[config.mk]
export PLATFORM = sky130hd
export DESIGN_NAME = alu_op_sequencer
export DESIGN_NICKNAME = d
export VERILOG_FILES = /design/src/rtl/alu_seq_pkg.sv /design/src/rtl/alu_seq_regfile.sv /design/src/rtl/alu_op_sequencer.sv
export SDC_FILE = /design/constraint.sdc
export NUM_CORES = 1
export LEC_CHECK = 0
export CAP_MARGIN = 15
export CELL_PAD_IN_SITES_DETAIL_PLACEMENT = 1
export CELL_PAD_IN_SITES_GLOBAL_PLACEMENT = 2
export CORE_MARGIN = 2
export CORE_UTILIZATION = 35
export CTS_CLUSTER_DIAMETER = 120
export DETAILED_ROUTE_END_ITERATION = 10
export PLACE_DENSITY = 0.86
export SLEW_MARGIN = 20
export SYNTH_ARGS = -nofsm -noshare
export SYNTH_HDL_FRONTEND = slang
export SYNTH_SLANG_ARGS = --single-unit
[constraint.sdc]
create_clock -name clk_i -period 2.45 [get_ports clk_i]
set_input_delay 0.49 -clock clk_i [delete_from_list [all_inputs] [get_ports clk_i]]
set_output_delay 0.49 -clock clk_i [all_outputs]
set_load 0.03 [all_outputs]
[src/rtl/alu_seq_pkg.sv]
// Shared definitions for the ALU operation sequencer: opcodes, FSM states and
// register-file geometry.
package alu_seq_pkg;

  localparam int REG_IDX_W = 2;
  localparam int REG_COUNT = 4;

  localparam logic [2:0] OP_ADD = 3'b000;
  localparam logic [2:0] OP_SUB = 3'b001;
  localparam logic [2:0] OP_AND = 3'b010;
  localparam logic [2:0] OP_OR  = 3'b011;
  localparam logic [2:0] OP_XOR = 3'b100;
  localparam logic [2:0] OP_SLT = 3'b101;
  localparam logic [2:0] OP_SHL = 3'b110;
  localparam logic [2:0] OP_SHR = 3'b111;

  typedef enum logic [1:0] {
    ST_IDLE = 2'd0,
    ST_EXEC = 2'd1,
    ST_RESP = 2'd2
  } state_e;

endpackage

[src/rtl/alu_seq_regfile.sv]
// Four-entry operand register file with two combinational read ports and a
// single write port shared between preload and ALU write-back.
module alu_seq_regfile
  import alu_seq_pkg::*;
#(
  parameter int WIDTH = 8
) (
  input  logic                 clk_i,
  input  logic                 rst_ni,
  input  logic                 ld_we_i,
  input  logic [REG_IDX_W-1:0] ld_addr_i,
  input  logic [WIDTH-1:0]     ld_data_i,
  input  logic                 wb_we_i,
  input  logic [REG_IDX_W-1:0] wb_addr_i,
  input  logic [WIDTH-1:0]     wb_data_i,
  input  logic [REG_IDX_W-1:0] ra_addr_i,
  input  logic [REG_IDX_W-1:0] rb_addr_i,
  output logic [WIDTH-1:0]     ra_data_o,
  output logic [WIDTH-1:0]     rb_data_o
);

  logic [WIDTH-1:0]     regs_q [REG_COUNT];
  logic                 we;
  logic [REG_IDX_W-1:0] waddr;
  logic [WIDTH-1:0]     wdata;

  // Preload only happens in IDLE and write-back only in EXEC, so the two
  // sources never collide; preload is given the mux priority anyway.
  assign we    = ld_we_i | wb_we_i;
  assign waddr = ld_we_i ? ld_addr_i : wb_addr_i;
  assign wdata = ld_we_i ? ld_data_i : wb_data_i;

  always_ff @(posedge clk_i or negedge rst_ni) begin
    if (!rst_ni) begin
      for (int i = 0; i < REG_COUNT; i++) regs_q[i] <= '0;
    end else if (we) begin
      regs_q[waddr] <= wdata;
    end
  end

  assign ra_data_o = regs_q[ra_addr_i];
  assign rb_data_o = regs_q[rb_addr_i];

endmodule

[src/rtl/alu_op_sequencer.sv]
// Multi-cycle initiator for an external combinational ALU (IDLE/EXEC/RESP).
// Define ALU_SEQ_FLAGS_EN to register the ALU zero/carry flags at write-back.
module alu_op_sequencer
  import alu_seq_pkg::*;
#(
  parameter int WIDTH = 8
) (
  input  logic                 clk_i,
  input  logic                 rst_ni,
  input  logic                 ld_valid_i,
  output logic                 ld_ready_o,
  input  logic [REG_IDX_W-1:0] ld_addr_i,
  input  logic [WIDTH-1:0]     ld_data_i,
  input  logic                 instr_valid_i,
  output logic                 instr_ready_o,
  input  logic [2:0]           instr_op_i,
  input  logic [REG_IDX_W-1:0] instr_rd_i,
  input  logic [REG_IDX_W-1:0] instr_rs1_i,
  input  logic [REG_IDX_W-1:0] instr_rs2_i,
  output logic [WIDTH-1:0]     alu_a_o,
  output logic [WIDTH-1:0]     alu_b_o,
  output logic [2:0]           alu_sel_o,
  input  logic [WIDTH-1:0]     alu_result_i,
  input  logic                 alu_zero_i,
  input  logic                 alu_carry_i,
  output logic                 resp_valid_o,
  input  logic                 resp_ready_i,
  output logic [WIDTH-1:0]     resp_data_o,
  output logic [REG_IDX_W-1:0] resp_rd_o,
  output logic                 flag_zero_o,
  output logic                 flag_carry_o
);

  state_e               state_q;
  logic [WIDTH-1:0]     alu_a_q, alu_b_q, resp_data_q;
  logic [2:0]           alu_sel_q;
  logic [REG_IDX_W-1:0] rd_q, resp_rd_q;
  logic [WIDTH-1:0]     rs1_data, rs2_data;
  logic                 ld_fire, instr_fire, wb_we;

  assign ld_ready_o    = (state_q == ST_IDLE);
  assign instr_ready_o = (state_q == ST_IDLE) && !ld_valid_i;
  assign ld_fire       = ld_valid_i && ld_ready_o;
  assign instr_fire    = instr_valid_i && instr_ready_o;
  assign wb_we         = (state_q == ST_EXEC);

  alu_seq_regfile #(.WIDTH(WIDTH)) u_regfile (
    .clk_i     (clk_i),
    .rst_ni    (rst_ni),
    .ld_we_i   (ld_fire),
    .ld_addr_i (ld_addr_i),
    .ld_data_i (ld_data_i),
    .wb_we_i   (wb_we),
    .wb_addr_i (rd_q),
    .wb_data_i (alu_result_i),
    .ra_addr_i (instr_rs1_i),
    .rb_addr_i (instr_rs2_i),
    .ra_data_o (rs1_data),
    .rb_data_o (rs2_data)
  );

  // Operands are captured at accept, so a write-back to rs1/rs2 cannot
  // disturb the values the ALU sees during EXEC.
  always_ff @(posedge clk_i or negedge rst_ni) begin
    if (!rst_ni) begin
      state_q     <= ST_IDLE;
      alu_a_q     <= '0;
      alu_b_q     <= '0;
      alu_sel_q   <= '0;
      rd_q        <= '0;
      resp_data_q <= '0;
      resp_rd_q   <= '0;
    end else begin
      case (state_q)
        ST_IDLE: begin
          if (instr_fire) begin
            alu_a_q   <= rs1_data;
            alu_b_q   <= rs2_data;
            alu_sel_q <= instr_op_i;
            rd_q      <= instr_rd_i;
            state_q   <= ST_EXEC;
          end
        end
        ST_EXEC: begin
          resp_data_q <= alu_result_i;
          resp_rd_q   <= rd_q;
          state_q     <= ST_RESP;
        end
        ST_RESP: begin
          if (resp_ready_i) state_q <= ST_IDLE;
        end
        default: state_q <= ST_IDLE;
      endcase
    end
  end

`ifdef ALU_SEQ_FLAGS_EN
  logic flag_zero_q, flag_carry_q;

  always_ff @(posedge clk_i or negedge rst_ni) begin
    if (!rst_ni) begin
      flag_zero_q  <= 1'b0;
      flag_carry_q <= 1'b0;
    end else if (state_q == ST_EXEC) begin
      flag_zero_q  <= alu_zero_i;
      flag_carry_q <= alu_carry_i;
    end
  end

  assign flag_zero_o  = flag_zero_q;
  assign flag_carry_o = flag_carry_q;
`else
  logic unused_flags;
  assign unused_flags = alu_zero_i ^ alu_carry_i;
  assign flag_zero_o  = 1'b0;
  assign flag_carry_o = 1'b0;
`endif

  assign alu_a_o      = alu_a_q;
  assign alu_b_o      = alu_b_q;
  assign alu_sel_o    = alu_sel_q;
  assign resp_valid_o = (state_q == ST_RESP);
  assign resp_data_o  = resp_data_q;
  assign resp_rd_o    = resp_rd_q;

endmodule

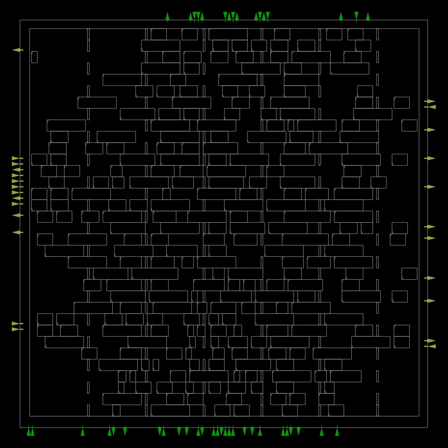
(images/final_placement.png)
tap cells: 108
Std-Cell Rows: 34
fin util: 47.9%
Floorplan Core Area: 8590 µm²
seq_cells: 65

==> flow.log <==
[report] extracting results
INFO  metric antenna_found_initial = 0
INFO  metric vias = 1864
INFO  metric dpl.cell_count = 360
INFO  metric crit_path_cell_trace = clkdlybuf4s50_1, buf_4, nor3_1, dlygate4sd2_1
INFO  metric fp.dieArea = 9460 µm²
INFO  metric arrival = 1.80 ns
INFO  metric fin_skew = between 0.009 and 0.01 ns
INFO  metric detailed_place.area = 3870 µm²
INFO  metric netlist_logic_family_top = multiplexers
INFO  metric worst_setup_path_start_kind = primary input
INFO  metric area_growth = 35.2%
INFO  metric drive_above_1_share = roughly 44%
INFO  metric detail_route.vias_per_cell = 4.96
INFO  metric xor_area_share = 0%
INFO  metric vdd_drop_max = 0.000514 V
INFO  metric layout_top_cell_excl_fill_tap = sky130_fd_sc_hd__dfrtp_1
INFO  metric ys_sh_mux = 39.1%
INFO  metric max-cap-violations = 0
INFO  metric final-setup-viol-count = 0
INFO  metric numSynthFlops = 65
INFO  metric antenna_diode_count = 0
INFO  metric count_of_routing_violations_after_the_opening_detailed_route_iteration = 54
INFO  metric num-nets-final = 297
INFO  metric layout.area.comb = 1320 µm²
INFO  metric finalCriticalPeriod = roughly 2.3 ns
INFO  metric hold_ws = 0.139 ns
INFO  metric edf_count = 0
INFO  metric netlist_instances = roughly 190
INFO  metric grt_start_max_net_pins = 30
INFO  metric die_height = 97.3 µm
INFO  metric design_power = 0.00498 W
INFO  metric detail-route-antenna-nets = 0
INFO  metric post-place-ws = -0.162 ns
INFO  metric avgRoutedWirePerCell = around 18 µm
INFO  metric worst_min_path_class = in -> async
INFO  metric synth_async_sr_flop_share = 100%
INFO  metric compound_area_share = 0.822%
INFO  metric power.density_cell_area = between 1000 and 1500 nW/µm²
INFO  metric timing.critical_path.fanout_max = 3
INFO  metric grt_first_pass_wirelength = 11.4 mm
INFO  metric cp-end-kind = output pin
INFO  metric cts_tree = done
INFO  metric numPortBuffers = 63
INFO  metric synth.area.top_cells = sky130_fd_sc_hd__dfrtp_1 53%, sky130_fd_sc_hd__mux2_2 23%, sky130_fd_sc_hd__mux4_2 12%
INFO  metric final_non_filler_cells = 376
INFO  metric fillerInstances = 858
INFO  metric dp_hpwl = 4.78 mm
INFO  metric maxClockFrequency = approximately 440 MHz
INFO  metric yosys.area_share.adder = 0%
INFO  metric vias_in_the_first_global_route = 2091
INFO  metric synth_area_leader_cell = sky130_fd_sc_hd__dfrtp_1
INFO  metric finalInstanceArea = 4120 µm²
INFO  metric slew-limit-headroom = 53.2%
INFO  metric bufs_on_longest_clock_path = 2
INFO  metric drc = 0
INFO  metric lay_top_cells = 65 x sky130_fd_sc_hd__dfrtp_1, 61 x sky130_fd_sc_hd__mux2_2, 61 x sky130_fd_sc_hd__clkdlybuf4s50_1
INFO  metric syn_area = 3040 µm²
INFO  metric worst-slew-pin-transition = approximately 0.70 ns
INFO  metric htree_num_levels = 3
INFO  metric setup_repair_after_global_routing_missed_its_margin = false
INFO  metric worst_slack = 0.164 ns
INFO  metric floorplanUtilization = 35.4%
INFO  metric synth-main-ff-cell = sky130_fd_sc_hd__dfrtp_1
INFO  metric criticalPathCategory = in -> out
INFO  metric io_pins = approximately 70
INFO  metric hold_violations = 0
INFO  metric synthMostInstantiatedCell = sky130_fd_sc_hd__dfrtp_1
INFO  metric clock_tree.root_cell = sky130_fd_sc_hd__clkbuf_8
INFO  metric run_status = completed
INFO  metric timing.final.max_slew_violations = 0
INFO  metric period_utilization = 93.3%
INFO  metric globalplace.congestion = 0.727
INFO  metric power_leakage = 1.71 nW
INFO  metric tool_warnings = 28
INFO  metric drt_first_pass_iters = 3
INFO  metric post-cts-setup-buffers = 0
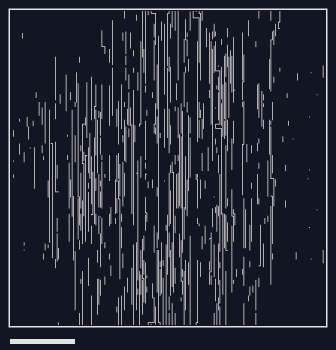
(images/met2.png)
The bar under the picture is 20 µm long.
wire length on this layer: 3640 µm
nets with wire on the layer: 283
share of all routed wire: 53%
longest straight run: 62.6 µm
main direction: vertical

## metal layers
metal / vias up / GRT usage (%) / wire length [µm]
met5: - / 0 / 0
met4: 0 / 6.41 / 111
met3: 9 / 2.88 / 190
met2: 37 / 27.1 / 3640
met1: 979 / 19.9 / 2960
li1: 839 / - / -
## power by group
part,internal (W),switching (W)
combinational,0.00111,0.000858
clock,0.000703,0.000421
sequential,0.00156,0.000319
total,0.00338,0.00160
## cell type report
class / instances / area share [%]
Tap cell: 108 / 3.28
Sequential cell: 65 / 39.5
Multi-Input combinational cell: 108 / 32.2
Inverter: 2 / 0.182
Timing Repair Buffer: 77 / 18.9
Clock buffer: 11 / 3.43
Clock inverter: 5 / 2.49
## path summary, 6_finish.rpt
check / startpoint / endpoint / slack [ns] / cells after the start
worst max-delay path: ld_valid_i / instr_ready_o / 0.16 / 4
worst min-delay path: rst_ni / rd_q[0]$_DFFE_PN0P_ / 0.14 / 1
worst max register to register: state_q[1]$_DFFE_PN0P_ / u_regfile.regs_q[24]$_DFFE_PN0P_ / 0.33 / 5
worst min register to register: resp_rd_o[0]$_DFFE_PN0N_ / resp_rd_o[0]$_DFFE_PN0N_ / 0.49 / 2
max in group asynchronous: rst_ni / u_regfile.regs_q[3]$_DFFE_PN0P_ / 1.68 / 2
min in group clk_i: resp_rd_o[0]$_DFFE_PN0N_ / resp_rd_o[0]$_DFFE_PN0N_ / 0.49 / 2
## timing repair
item,CTS,global route
hold buffers,0,0
gates resized,1,0
setup endpoints to repair,1,0
## sequential cells by signal, summed over array words and instances, names as in the netlist
register,count
u_regfile.regs_q,32
alu_a_o,8
alu_b_o,8
resp_data_o,8
alu_sel_o,3
rd_q,2
resp_rd_o,2
state_q,2
## critical path, delay by kind of cell
family	cells	cell delay [ns]
and+or+nand+nor	1	0.27
buffers and inverters	3	1.03
Power figures rest on the tool's default switching activity, not on a simulated workload.
